<file path="src/rtl/pio_master.sv">
// PIO initiator: turns one host request into a single-cycle PIO command and
// returns a response, failing reads that see no rd_vld within TIMEOUT_CYCLES.
module pio_master #(
  parameter int                ADDR_W         = 16,
  parameter int                DATA_W         = 32,
  parameter int                TIMEOUT_CYCLES = 16,
  parameter logic [DATA_W-1:0] ERR_DATA       = 32'hDEAD_BEEF
) (
  input  logic              clk,
  input  logic              reset,
  input  logic              req_vld,
  output logic              req_rdy,
  input  logic              req_rw,
  input  logic [ADDR_W-1:0] req_addr,
  input  logic [DATA_W-1:0] req_wdata,
  output logic              rsp_vld,
  input  logic              rsp_rdy,
  output logic              rsp_rw,
  output logic [DATA_W-1:0] rsp_data,
  output logic              rsp_err,
  output logic              pio_cmd_vld,
  output logic              pio_rw,
  output logic [ADDR_W-1:0] pio_addr,
  output logic [DATA_W-1:0] pio_data_w,
  input  logic              pio_rd_vld,
  input  logic [DATA_W-1:0] pio_data_r,
  output logic              stray_rd
);

  typedef enum logic [1:0] {IDLE, ISSUE, WAIT_RD, RESP} state_t;

  localparam logic [7:0] TO_LAST = 8'(TIMEOUT_CYCLES - 1);

  state_t              state, state_d;
  logic [7:0]          cnt, cnt_d;
  logic                req_rdy_d, rsp_vld_d, rsp_rw_d, rsp_err_d;
  logic [DATA_W-1:0]   rsp_data_d;
  logic                cmd_vld_d, pio_rw_d, stray_d;
  logic [ADDR_W-1:0]   pio_addr_d;
  logic [DATA_W-1:0]   pio_data_w_d;

  // Every output is a register; this block computes each one's next value.
  always_comb begin
    state_d      = state;
    cnt_d        = cnt;
    req_rdy_d    = req_rdy;
    rsp_vld_d    = rsp_vld;
    rsp_rw_d     = rsp_rw;
    rsp_data_d   = rsp_data;
    rsp_err_d    = rsp_err;
    cmd_vld_d    = 1'b0;
    pio_rw_d     = pio_rw;
    pio_addr_d   = pio_addr;
    pio_data_w_d = pio_data_w;
    stray_d      = stray_rd | (pio_rd_vld && state != WAIT_RD);

    case (state)
      IDLE: begin
        req_rdy_d = 1'b1;
        // req_rdy is low for one cycle after reset, so gate on it too
        if (req_vld && req_rdy) begin
          state_d      = ISSUE;
          req_rdy_d    = 1'b0;
          cmd_vld_d    = 1'b1;
          pio_rw_d     = req_rw;
          pio_addr_d   = req_addr;
          pio_data_w_d = req_wdata;
        end
      end
      ISSUE: begin
        if (pio_rw) begin
          state_d    = RESP;
          rsp_vld_d  = 1'b1;
          rsp_rw_d   = 1'b1;
          rsp_data_d = '0;
          rsp_err_d  = 1'b0;
        end else begin
          state_d = WAIT_RD;
          cnt_d   = '0;
        end
      end
      WAIT_RD: begin
        // data arriving in the final cycle still beats the timeout
        if (pio_rd_vld) begin
          state_d    = RESP;
          rsp_vld_d  = 1'b1;
          rsp_rw_d   = 1'b0;
          rsp_data_d = pio_data_r;
          rsp_err_d  = 1'b0;
        end else if (cnt == TO_LAST) begin
          state_d    = RESP;
          rsp_vld_d  = 1'b1;
          rsp_rw_d   = 1'b0;
          rsp_data_d = ERR_DATA;
          rsp_err_d  = 1'b1;
        end else begin
          cnt_d = (cnt == 8'hFF) ? cnt : cnt + 8'd1;
        end
      end
      RESP: begin
        if (rsp_rdy) begin
          state_d   = IDLE;
          rsp_vld_d = 1'b0;
          req_rdy_d = 1'b1;
        end
      end
      default: state_d = IDLE;
    endcase
  end

  always_ff @(posedge clk) begin
    if (reset) begin
      state       <= IDLE;
      cnt         <= '0;
      req_rdy     <= 1'b0;
      rsp_vld     <= 1'b0;
      rsp_rw      <= 1'b0;
      rsp_data    <= '0;
      rsp_err     <= 1'b0;
      pio_cmd_vld <= 1'b0;
      pio_rw      <= 1'b0;
      pio_addr    <= '0;
      pio_data_w  <= '0;
      stray_rd    <= 1'b0;
    end else begin
      state       <= state_d;
      cnt         <= cnt_d;
      req_rdy     <= req_rdy_d;
      rsp_vld     <= rsp_vld_d;
      rsp_rw      <= rsp_rw_d;
      rsp_data    <= rsp_data_d;
      rsp_err     <= rsp_err_d;
      pio_cmd_vld <= cmd_vld_d;
      pio_rw      <= pio_rw_d;
      pio_addr    <= pio_addr_d;
      pio_data_w  <= pio_data_w_d;
      stray_rd    <= stray_d;
    end
  end

endmodule

</file>
<file path="config.mk">
export PLATFORM = sky130hd
export DESIGN_NAME = pio_master
export DESIGN_NICKNAME = d
export VERILOG_FILES = /design/src/rtl/pio_master.sv
export SDC_FILE = /design/constraint.sdc
export NUM_CORES = 1
export LEC_CHECK = 0
export CORE_MARGIN = 2
export CORE_UTILIZATION = 25
export DETAILED_ROUTE_END_ITERATION = 7
export HOLD_SLACK_MARGIN = 0.12
export PLACE_DENSITY = 0.58
export SLEW_MARGIN = 20
export SYNTH_ARGS = -nofsm -noshare
export SYNTH_HDL_FRONTEND = slang
export SYNTH_SLANG_ARGS = --single-unit
</file>
<file path="constraint.sdc">
create_clock -name clk -period 2.84 [get_ports clk]
set_input_delay 0.284 -clock clk [delete_from_list [all_inputs] [get_ports clk]]
set_output_delay 0.284 -clock clk [all_outputs]
set_load 0.1 [all_outputs]
</file>
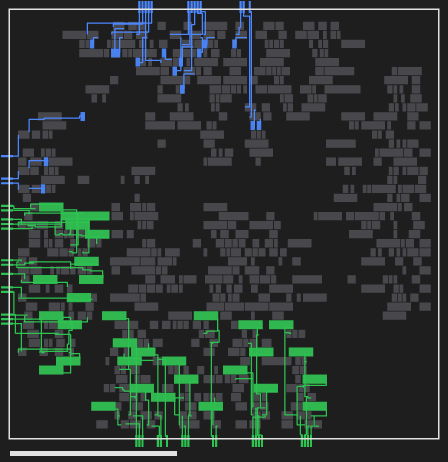
(run_1/port_trees.png)
Scale bar: 50 um.
| color | port | bits | direction | edge | end cells | buffers | wire |
|---|---|---|---|---|---|---|---|
| green | `rsp_data` | 32 | output | 19 bottom, 13 left | 32 | 32 | 989 um |
| blue | `req_addr` | 16 | input | 13 top, 3 left | 16 | 16 | 358 um |
io pins: 173
PortBufs: 172

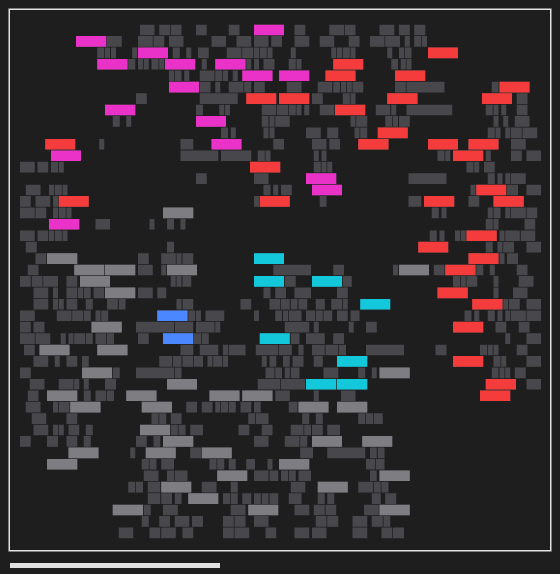
(run_1/ff_map.png)
Scale bar: 50 um.
| color | name in the netlist | flops |
|---|---|---|
| red | `pio_data_w` | 32 |
| cyan | `cnt` | 8 |
| blue | `state` | 2 |
| magenta | `pio_addr` | 16 |
not colored: 39
P_seq: 1.67 mW
Sequential Area: 1940 um2
sequential cell area share: 33.5%
final core occ: 38.2%

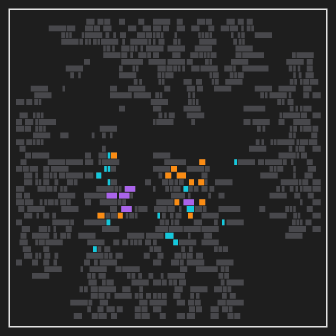
(run_1/gates.png)
| color | family | cells | most used |
|---|---|---|---|
| purple | fa/ha/maj cells | 5 | ha_1 |
| cyan | nor cells | 14 | nor2_1 |
| orange | and/or cells | 12 | or4_1 |
logic share of the area: 30.1%
Non-Filler Instances: 812
Commonest Layout Cell: nand2_1

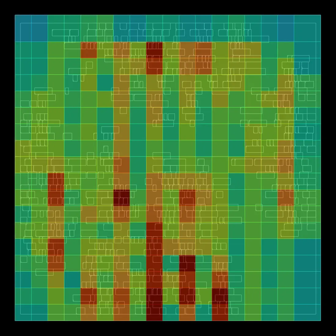
(run_1/congestion_map.png)
GRT Util Overall: 14.2%
Avg WL per Cell: 14.7 um

==> GITHUB_STEP_SUMMARY, run 1 <==
### Yosys + OpenROAD results

| Metric | Value |
|---|---|
| Fin. Hold Viols | 0 |
| Internal power | 2.87 mW |
| Maximum clock path buffer count | 2 |
| Post-synth top area cell | dfxtp_1 |
| Hold path depth | 2 |
| DIE WIDTH | approximately 130 um |
| Status | completed |
| Clock skew | 0.0106 ns |
| Synth async-reset ratio | 0% |
| Worst-Skew Late Latency | 0.36 ns |
| Crit Path Category | flip-flop to flip-flop |
| CTS Root Cell | clkbuf_16 |
| Post-synth EDFFs | 0 |
| Cells after synthesis | 470 |
| Synth-to-Final Area Change | 49.7% |
| Crit path capture type | flip-flop |
| Yosys warns | 0 |
| Die Footprint | 16,500 um2 |
| CTS clk-pin slew, worst paths | 0.07 ns |
| Post-CTS Setup Inserts | 0 |
| H-Tree Depth | 3 |
| Sw Pwr | 2.75 mW |
| LEAKAGE | ~2.1 nW |
| Dominant cell area share | 50.1% |
| Met3 Routed Length | 721 um |
| Fin area | about 5800 um2 |
| Post-synthesis sequential area ratio | around half |
| Mapped Area | 3880 um2 |
| Comb power frac | 48.2% |
| Log Warnings | 29 |
| Hold WC Path Type | flip-flop to flip-flop |
| Critical Path Start Type | flip-flop |
| Site Rows | 45 |
| TritonRoute pass-1 iters | 4 |
| # setup viols final | 0 |
| Pre-CTS setup slack | 0.668 ns |
| Yosys Chip Area | 3880 um2 |
| Metal2 WL | 5600 um |
| Vias in the first global route | 3,693 |
| Slew of the pin with the lowest slew margin | 1.06 ns |
| Placeable Area | 15,200 um2 |
| Max Fclk | 465 MHz |
| Diode count | 0 |
| TNS Setup | 0 ns |
| Pwr dens | slightly below 1000 nW/um2 |
| Worst EP required | roughly 3.1 ns |
| HPWL after detailed placement | roughly 8100 um |
| Final GP Congestion | 0.818 |
| Final antenna-violating net count | 0 |
| CTS Hold Buffers Added | 0 |
| Crit path time final | 2.15 ns |
| Post-CTS resize count | 0 |
| DRC | 0 |
| Switch share | approximately half |
| Max VDD drop | 640 uV |
| Max-cap violations | 0 |
| Reg2reg setup slack | 0.69 ns |
| Largest net degree at the start of global routing | 98 |
| Cell variety after synth | approximately 42 |
| Clock share of power | 22.2% |
| Top routing layer in use | met4 |
| Reg2Reg Depth | 4 |
| Mapped Avg Cell Area | 8.25 um2 |
| Initial antenna violation count | 0 |
| Slew Viols, Final | 0 |
| WL final | approximately 12,000 um |
| CP max FO | 30 |
| Period utilization | 75.7% |
| Max transition margin | between 20% and 30% |
| RSZ-0062 raised after global routing | no |
| CTS Sinks | 97 |
| Area post-placement | 5500 um2 |
| Share of power burned in registers | 29.7% |
| Initial DRC count | 187 |
| Top cells, area | dfxtp_1 50%, nand2_1 12%, a21oi_1 11%, clkbuf_1 2.8%, a211oi_1 2.7% |
| Remaining global-route overflow | 0 |
| Main synth FF type | dfxtp_1 |
| Floorplan core density | 25.5% |
| Synthesized flop and latch total | 97 |
| Yosys cell count | 470 |
## run 1: worst paths after layout
check                               startpoint              to
worst max-delay path                    cnt[5]    rsp_data[10]
worst min-delay path            pio_data_w[27]  pio_data_w[27]
worst max register to register          cnt[5]    rsp_data[10]
worst min register to register  pio_data_w[27]  pio_data_w[27]
## run 1: metal layers
| metal | track usage [%] | vias to the layer above |
|---|---|---|
| met4 | 6.39 | 0 |
| met2 | 23.2 | 125 |
| met5 | 0 | - |
| met1 | 17.5 | 1801 |
| li1 | - | 1952 |
| met3 | 3.66 | 19 |
## run 1: synthesized netlist by cell type (all sizes together) (2+ instances only)
cell type,count
nand2,124
dfxtp,97
a21oi,90
clkbuf,30
o21ai,22
a211oi,14
buf,10
nand4,10
o2111ai,10
nor2,7
a31oi,6
nand3,6
or4,6
ha,5
inv,4
o211ai,4
and3,3
nor2b,3
nor3,3
and2,2
## run 1: power groups by stage
| stage | clock network [mW] | logic [mW] | registers, mW |
|---|---|---|---|
| floorplan | 0 | 0.801 | 2.96 |
| global placement | 0 | 2.69 | 1.70 |
| detailed placement | 0 | 2.72 | 1.70 |
| CTS | 1.29 | 2.72 | 1.67 |
| global route | 1.35 | 2.86 | 1.70 |
| finish | 1.25 | 2.71 | 1.67 |
## run 1: layout make-up
class | instances | area [um2]
clock buffers | 9 | 225
clock inverters | 7 | 78.8
fillers | 1531 | 9400
inverters | 4 | 15.0
multi-input cells | 329 | 1750
flip-flops and latches | 97 | 1940
well taps | 188 | 235
repair buffers | 178 | 1560
## run 1: critical path, cell delays in order, from the launching register on
cell	delay [ns]
dfxtp_1	0.39
or4_4	0.57
o21ai_4	0.66
a21oi_1	0.16
a211oi_1	0.26
## run 1: through the flow
step	cells	power (mW)	hold WS, ns
2_1_floorplan	470	3.76	0.420
3_3_place_gp	796	4.38	0.443
3_5_place_dp	796	4.42	0.447
4_1_cts	812	5.68	0.456
5_1_grt	812	5.90	0.476
6_report	812	5.62	0.452
## run 1: cell usage in the layout, fill, tap and decap left out, drive strengths merged, types with 2 or more instances in the layout
cell,Yosys,layout
or4,6,6
o21ai,22,22
buf,10,94
nor2b,3,3
and3,3,3
nand4,10,10
clkbuf,30,9
a211oi,14,14
nor2,7,7
clkinv,0,2
clkinvlp,0,3
dfxtp,97,97
nand3,6,6
and2,2,2
nor3,3,3
a21oi,90,90
o2111ai,10,10
o211ai,4,4
nand2,124,124
a31oi,6,6
clkdlybuf4s50,0,84
inv,4,5
ha,5,5
## run 1: sequential cells by signal, indices dropped and copies added (netlist names), 2 cells and up
register / flops
cnt: 8
pio_addr: 16
pio_data_w: 32
rsp_data: 32
state: 2
## run 1: kinds of logic (layout without fill, tap and decap cells)
kind of cell | count (synthesis) | count (layout) | share of synthesized area [%]
and+or+nand+nor | 168 | 168 | 19.0
AOI/OAI and AO/OA | 156 | 156 | 24.4
DFF | 97 | 97 | 50.1
adders and majority gates | 5 | 5 | 1.61
buffers and inverters | 44 | 198 | 4.94
==> run_1/closeup.png <==
Scale bar: 10 um. Region (20, 20) to (45, 45) um. Cells in gray, sequential cells in the stronger gray; small squares are vias.
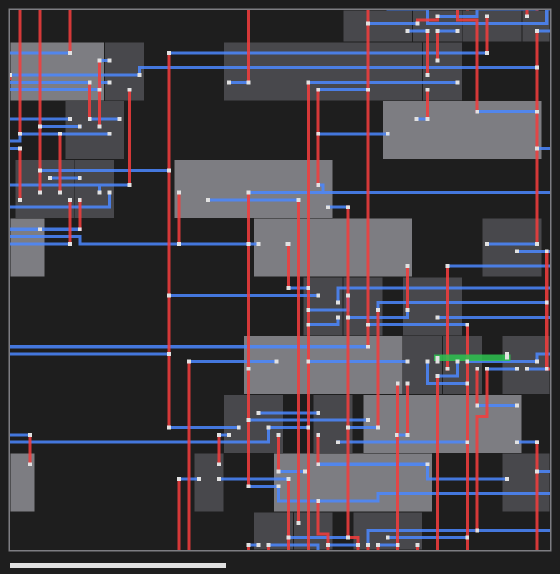

==> run 2: changes to the inputs <==
- PLACE_DENSITY: 0.58 -> 0.59
- clock period: 2.84 -> 1.9 ns (I/O delays scaled with it)
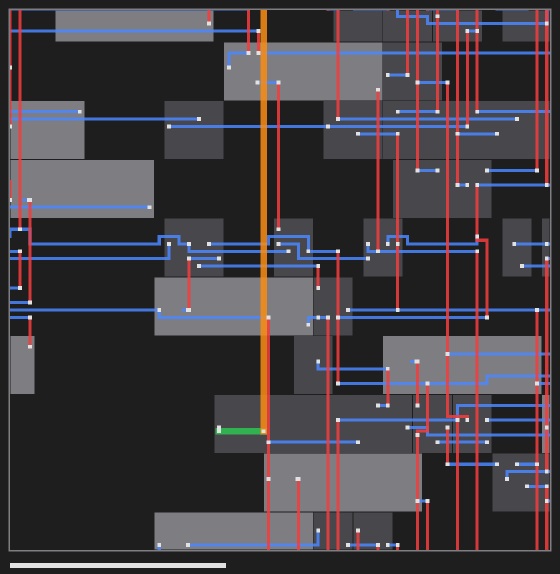
(run_2/closeup.png)
Scale bar: 10 um. Region (20, 20) to (45, 45) um. Cells in gray, sequential cells in the stronger gray; small squares are vias.
| color | layer |
|---|---|
| red | M2 |
| green | M3 |
| orange | M4 |
| blue | M1 |
cells with their middle in the window: 28
sequential cells in the window: 7
most frequent: dfxtp_1 (7), a21oi_1 (5), buf_4 (3)
netlist names of flops here include: `rsp_data` (6), `rsp_err` (1)

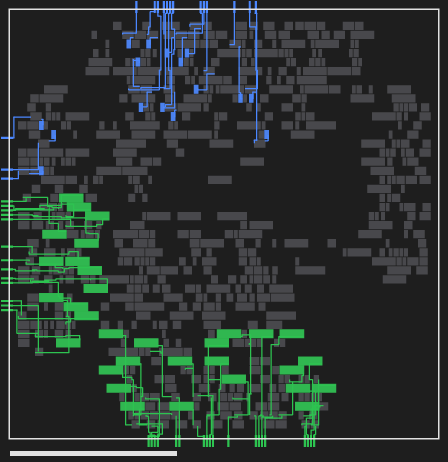
(run_2/port_trees.png)
Scale bar: 50 um.
| color | port | bits | direction | edge | end cells | buffers | wire |
|---|---|---|---|---|---|---|---|
| green | `rsp_data` | 32 | output | 19 bottom, 13 left | 32 | 32 | 979 um |
| blue | `req_addr` | 16 | input | 13 top, 3 left | 16 | 16 | 416 um |

==> run 2 against run 1 <==
Compared with the run above:
- worst hold slack got worse by 0.16 ns
- non-clock buffer count rose by 12
- synthesized cell count is the same
- fmax up 19%
- critical path depth increased by 2
- power up 50%
- first-iteration DRC count decreased by 39%
- cell count up 1.5%
- combinational power grew 55%
- global-route usage decreased by 0.25 points
- wire length down 1.8%
- clock power grew 36%
- largest cell class unchanged
==> GITHUB_STEP_SUMMARY, run 2 <==
### Yosys + OpenROAD results

| Metric | Value |
|---|---|
| Site Rows | 45 (unchanged) |
| HPWL after detailed placement | 8440 um (was 8130 um) |
| Max transition margin | 58.6% (was 29.6%) |
| Yosys cell count | 470 (unchanged) |
| RSZ-0062 raised after global routing | no (unchanged) |
| PortBufs | 172 (unchanged) |
| CTS Sinks | 97 (unchanged) |
| H-Tree Depth | 3 (unchanged) |
| TNS Setup | 0 ns (unchanged) |
| Top cells by count | 124 x nand2_1, 97 x dfxtp_1, 89 x a21oi_1 (unchanged) |
| Critical Path Start Type | flip-flop (unchanged) |
| Final antenna-violating net count | 0 (unchanged) |
| Hold WC Path Type | primary input to flip-flop (was flip-flop to flip-flop) |
| Most frequent cells in the layout | 123 x nand2_1, 102 x buf_4, 93 x dfxtp_1 (was 124 x nand2_1, 97 x dfxtp_1, 93 x buf_4) |
| Critical Path Max Stage Delay | 0.52 ns (was 0.66 ns) |
| Max Fclk | 553 MHz (was 465 MHz) |
| Worst Setup SP | state[1] (was cnt[5]) |
| Post-CTS Setup Inserts | 0 (unchanged) |
| Final core occ | 39.0% (was 38.2%) |
| Post-synth EDFFs | 0 (unchanged) |
| Worst Min Path Start | reset (was pio_data_w[27]) |
| Remaining global-route overflow | 0 (unchanged) |
| Worst reg2reg startpoint | state[1] (was cnt[5]) |
| Worst reg2reg path endpoint | cnt[5] (was rsp_data[10]) |
| Yosys Chip Area | 3880 um2 (unchanged) |
| Worst EP required | 2.17 ns (was 3.09 ns) |
| Main synth FF type | dfxtp_1 (unchanged) |
| Top-count cell post-synth | nand2_1 (unchanged) |
| Hold path depth | 2 (unchanged) |
| Diode count | 0 (unchanged) |
| Crit Path Category | flip-flop to flip-flop (unchanged) |
| Log Warnings | 29 (unchanged) |
| Synth-to-Final Area Change | 53.1% (was 49.7%) |
| Synthesized flop and latch total | 97 (unchanged) |
| DRC | 0 (unchanged) |
| Pre-CTS setup slack | -0.110 ns (was 0.668 ns) |
| Slew of the pin with the lowest slew margin | 0.620 ns (was 1.06 ns) |
| Worst-Skew Late Latency | 0.34 ns (was 0.36 ns) |
| WHS Endpoint | req_rdy (was pio_data_w[27]) |
| Maximum clock path buffer count | 2 (unchanged) |
| Post-synthesis sequential area ratio | 50.1% (unchanged) |
| Period utilization | 95.2% (was 75.7%) |
| Critical-path top delay cell | or4_1 (was o21ai_4) |
| Reg2reg setup slack | 0.09 ns (was 0.69 ns) |
| Clock skew | 0.00532 ns (was 0.0106 ns) |
| Mapped Area | 3880 um2 (unchanged) |
| Floorplan core density | 25.5% (unchanged) |
| Hold WS | 0.296 ns (was 0.452 ns) |
| Avg WL per Cell | 14.2 um (was 14.7 um) |
| Largest net degree at the start of global routing | 43 (was 98) |
| CTS Root Cell | clkbuf_16 (unchanged) |
| Mapped Avg Cell Area | 8.25 um2 (unchanged) |
| Io pins | 173 (unchanged) |
| LEAKAGE | 2.22 nW (was 2.15 nW) |
| Crit path time final | 1.81 ns (was 2.15 ns) |
| Final GP Congestion | 0.737 (was 0.818) |
| Initial antenna violation count | 0 (unchanged) |
| Status | completed (unchanged) |
| Dominant cell area share | 50.1% (unchanged) |
| GRT Util Overall | 13.9% (was 14.2%) |
| Vias in the first global route | 3,768 (was 3,693) |
| Placeable Area | 15,200 um2 (unchanged) |
| Regs by FF count | pio_data_w x32, rsp_data x32, pio_addr x16 (unchanged) |
| Cells after synthesis | 470 (unchanged) |
| Max VDD drop | 877 uV (was 640 uV) |
| Synth async-reset ratio | 0% (unchanged) |
| TritonRoute pass-1 iters | 4 (unchanged) |
| DIE WIDTH | 129 um (unchanged) |
| CTS clk-pin slew, worst paths | 0.06 ns (was 0.07 ns) |
| CP Cell Sequence | inv_1 > ha_4 > a21boi_2 > nand2_2 > or4_1 > a31oi_1 (was or4_4 > o21ai_4 > a21oi_1 > a211oi_1) |
| Top cells, area | dfxtp_1 50%, nand2_1 12%, a21oi_1 11%, clkbuf_1 2.8%, a211oi_1 2.7% (unchanged) |
| Fillers | 1,538 (was 1,531) |
| Fin. Hold Viols | 0 (unchanged) |
| # setup viols final | 0 (unchanged) |
| Die Footprint | 16,500 um2 (unchanged) |
| Commonest Layout Cell | nand2_1 (unchanged) |
| Max-cap violations | 0 (unchanged) |
| Slew Viols, Final | 0 (unchanged) |
| CP max FO | 6 (was 30) |
| Post-synth top area cell | dfxtp_1 (unchanged) |
| Reg2Reg Depth | 6 (was 4) |
| WL final | 11,700 um (was 11,900 um) |
| Pwr dens | 1420 nW/um2 (was 968 nW/um2) |
-- run 2: worst max path at each step --
stage	to	slack, ns	cells past startpoint
after CTS	cnt[7]	0.04	6
after detailed placement	rsp_data[15]	-0.11	4
final	cnt[5]	0.09	6
after floorplan	rsp_data[0]	0.02	6
after global routing	cnt[5]	0.01	6
after global placement	rsp_data[13]	-0.03	4
-- run 2: cell type report --
class | count | area, um2 | share of cell area, %
inverter | 4 | 15.0 | 0.253
sequential | 97 | 1950 | 32.8
clock buffer | 14 | 264 | 4.45
multi-input combinational | 329 | 1770 | 29.9
tap | 188 | 235 | 3.96
clock inverter | 2 | 12.5 | 0.211
timing repair buffer | 190 | 1690 | 28.4
-- run 2: repair_timing --
| item | 4_1_cts | 5_1_grt |
|---|---|---|
| setup endpoints to repair | 16 | 3 |
| hold buffers | 0 | 0 |
| gates resized | 2 | 4 |
| endpoints found under the hold margin | 0 | 0 |
-- run 2: worst max-delay path: cells and delay by family, from the launching register on --
family | cells | cell delay (ns)
buffers and inverters | 1 | 0.10
AOI/OAI and AO/OA | 2 | 0.36
DFF | 1 | 0.35
and+or+nand+nor | 2 | 0.63
adders and majority gates | 1 | 0.30
-- run 2: logic make-up (layout without fill, tap and decap cells) --
family	Yosys count	in the layout	share of synthesized area [%]
AND-OR/OR-AND	156	156	24.4
adder cells (fa/ha/maj)	5	5	1.61
buffers and inverters	44	210	4.94
flip-flops	97	97	50.1
AND/OR/NAND/NOR	168	168	19.0
-- run 2: metal layers --
metal | GRT usage [%] | wire, um | vias up
met5 | 0 | 0 | -
met4 | 6.65 | 278 | 0
met3 | 3.24 | 606 | 19
met2 | 22.8 | 5700 | 111
met1 | 17.3 | 5120 | 1829
li1 | - | - | 1965
-- run 2: stage by stage --
step,power [mW],std cells,area (um2)
detailed placement,6.69,808,5630
finish,8.41,824,5930
floorplan,5.62,470,3880
global route,8.83,824,5930
CTS,8.46,824,5920
global placement,6.63,808,5630
-- run 2: power by group --
part | total, mW | switching (mW) | internal (mW)
registers | 2.51 | 0.175 | 2.33
clock network | 1.70 | 0.743 | 0.959
logic | 4.20 | 3.12 | 1.07
==> run_2/ff_map.png <==
Scale bar: 50 um.
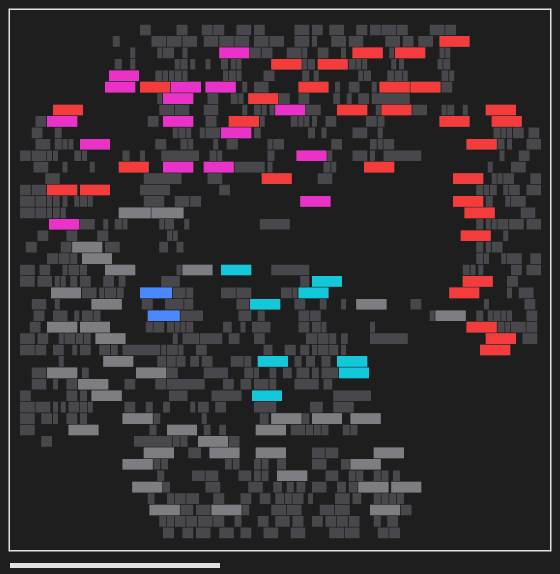

==> run 3: changes to the inputs <==
- CAP_MARGIN: unset -> 0
- CORE_MARGIN: 2 -> unset
- HOLD_SLACK_MARGIN: 0.12 -> 0.15
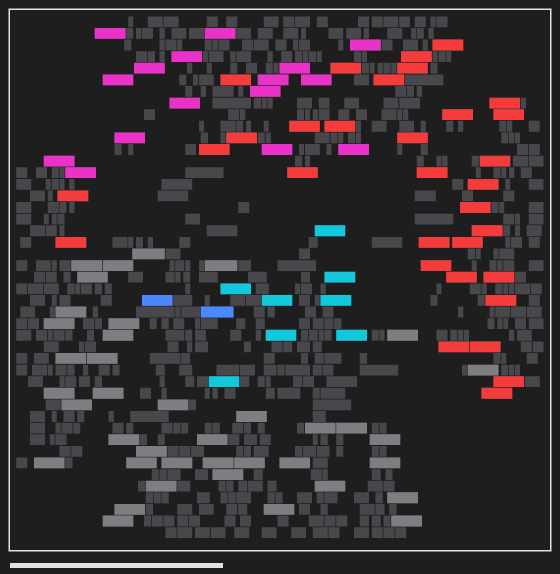
(run_3/ff_map.png)
Scale bar: 50 um.
| color | name in the netlist | flops |
|---|---|---|
| magenta | `pio_addr` | 16 |
| cyan | `cnt` | 8 |
| blue | `state` | 2 |
| red | `pio_data_w` | 32 |
Sequential Area: 1950 um2
final core occ: 39.1%

==> run 3 against run 2 <==
Compared with the run above:
- via count shrank 0.38%
- critical path type unchanged
- sequential power about the same
- non-clock buffer count is 2 lower
- largest cell class unchanged
- register-to-register slack barely moved
- synthesized cell count unchanged
==> GITHUB_STEP_SUMMARY, run 3 <==
### Yosys + OpenROAD results

| Metric | Value |
|---|---|
| Status | completed (unchanged) |
| Mapped Area | 3880 um2 (unchanged) |
| Pwr Total | 8.45 mW (was 8.41 mW) |
| Initial antenna violation count | 0 (unchanged) |
| Max VDD drop | 795 uV (was 877 uV) |
| Logic area | 1750 um2 (was 1770 um2) |
| Fillers | 1,498 (was 1,538) |
| Avg WL per Cell | 14.3 um (was 14.2 um) |
| Inst Count DP | 806 (was 808) |
| CTS Root Cell | clkbuf_16 (unchanged) |
| Switch share | 47.9% (was 48.1%) |
| Synthesized flop and latch total | 97 (unchanged) |
| Crit Path Category | flip-flop to flip-flop (unchanged) |
| Largest net degree at the start of global routing | 46 (was 43) |
| Top cells by count | 124 x nand2_1, 97 x dfxtp_1, 89 x a21oi_1 (unchanged) |
| CTS Sinks | 97 (unchanged) |
| Crit path time final | 1.81 ns (about the same) |
| Share of power burned in registers | 29.7% (was 29.8%) |
| Buffers & Inverters on Critical Path | 1 (unchanged) |
| Period utilization | 95.4% (was 95.2%) |
| Regs by FF count | pio_data_w x32, rsp_data x32, pio_addr x16 (unchanged) |
| WL final | 11,700 um (about the same) |
| Crit path capture type | flip-flop (unchanged) |
| CP Cell Sequence | inv_1 > ha_1 > a21boi_2 > nand2_2 > or4_1 > a31oi_1 (was inv_1 > ha_4 > a21boi_2 > nand2_2 > or4_1 > a31oi_1) |
| Sw Pwr | 4.05 mW (was 4.04 mW) |
| Clock share of power | 20.6% (was 20.3%) |
| Placeable Area | 15,100 um2 (was 15,200 um2) |
| Max-cap violations | 0 (unchanged) |
| TritonRoute pass-1 iters | 4 (unchanged) |
| Post-synthesis simple-gate area fraction | 19.0% (unchanged) |
| Post-synth EDFFs | 0 (unchanged) |
| Post-Synth AOI/OAI Area | 24.4% (unchanged) |
| # setup viols final | 0 (unchanged) |
| Die Footprint | 16,000 um2 (was 16,500 um2) |
| Top cells, area | dfxtp_1 50%, nand2_1 12%, a21oi_1 11%, clkbuf_1 2.8%, a211oi_1 2.7% (unchanged) |
| Internal power | 4.40 mW (was 4.37 mW) |
| Post-synthesis sequential area ratio | 50.1% (unchanged) |
| Final antenna-violating net count | 0 (unchanged) |
| Post-CTS Setup Inserts | 0 (unchanged) |
| Commonest Layout Cell | nand2_1 (unchanged) |
| Remaining global-route overflow | 0 (unchanged) |
| Diode count | 0 (unchanged) |
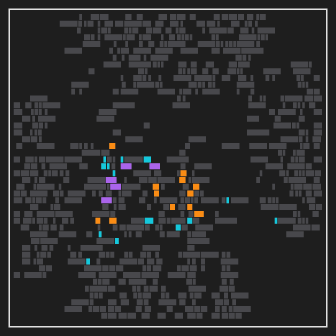
(run_3/gates.png)
| color | family | cells | most used |
|---|---|---|---|
| cyan | nor cells | 14 | nor2_1 |
| orange | and/or cells | 12 | or4_1 |
| purple | fa/ha/maj cells | 5 | ha_1 |
Non-Filler Instances: 821
logic share of the area: 29.6%

## run 3: cell counts after synthesis
Identical to the previous run, type by type.
## run 3: layout make-up
cell class / instances / share of cell area, %
clock inverters: 2 / 0.211
flip-flops and latches: 97 / 32.8
inverters: 4 / 0.253
well taps: 188 / 3.97
clock buffers: 13 / 4.56
repair buffers: 188 / 28.6
multi-input cells: 329 / 29.6
## run 3: final timing paths
path,start,endpoint,slack (ns),cells past startpoint
setup / recovery,state[1],cnt[5],0.09,6
hold / removal,reset,req_rdy,0.32,2
setup reg to reg,state[1],cnt[5],0.09,6
hold reg to reg,pio_addr[2],pio_addr[2],0.46,2
## run 3: routing by layer
metal | routed length, um | global-route usage, %
met5 | 0 | 0
met4 | 352 | 8.72
met3 | 549 | 3.21
met2 | 5460 | 23.4
met1 | 5360 | 18.7
## run 3: logic make-up after synthesis
logic type,Yosys count
flip-flops,97
adder cells (fa/ha/maj),5
buffers and inverters,44
AND-OR/OR-AND,156
AND/OR/NAND/NOR,168
## run 3: through the flow
step	cell area [um2]	setup WS [ns]
final	5930	0.0865
after global routing	5930	0.0171
after CTS	5920	0.0505
after detailed placement	5640	0.0704
after global placement	5640	0.144
after floorplan	3880	0.0185
## run 3: power by group through the flow
stage	combinational [mW]	clock, mW	sequential (mW)
global placement	4.15	0	2.54
CTS	4.21	1.81	2.50
global route	4.44	1.90	2.54
finish	4.20	1.74	2.51
detailed placement	4.21	0	2.54
floorplan	1.20	0	4.42
## run 3: timing repair
action	CTS	global route
endpoints found under the setup margin	0	2
hold buffers	0	0
gates resized	0	2
No activity file was given, so power comes from the tool's default toggle rates.
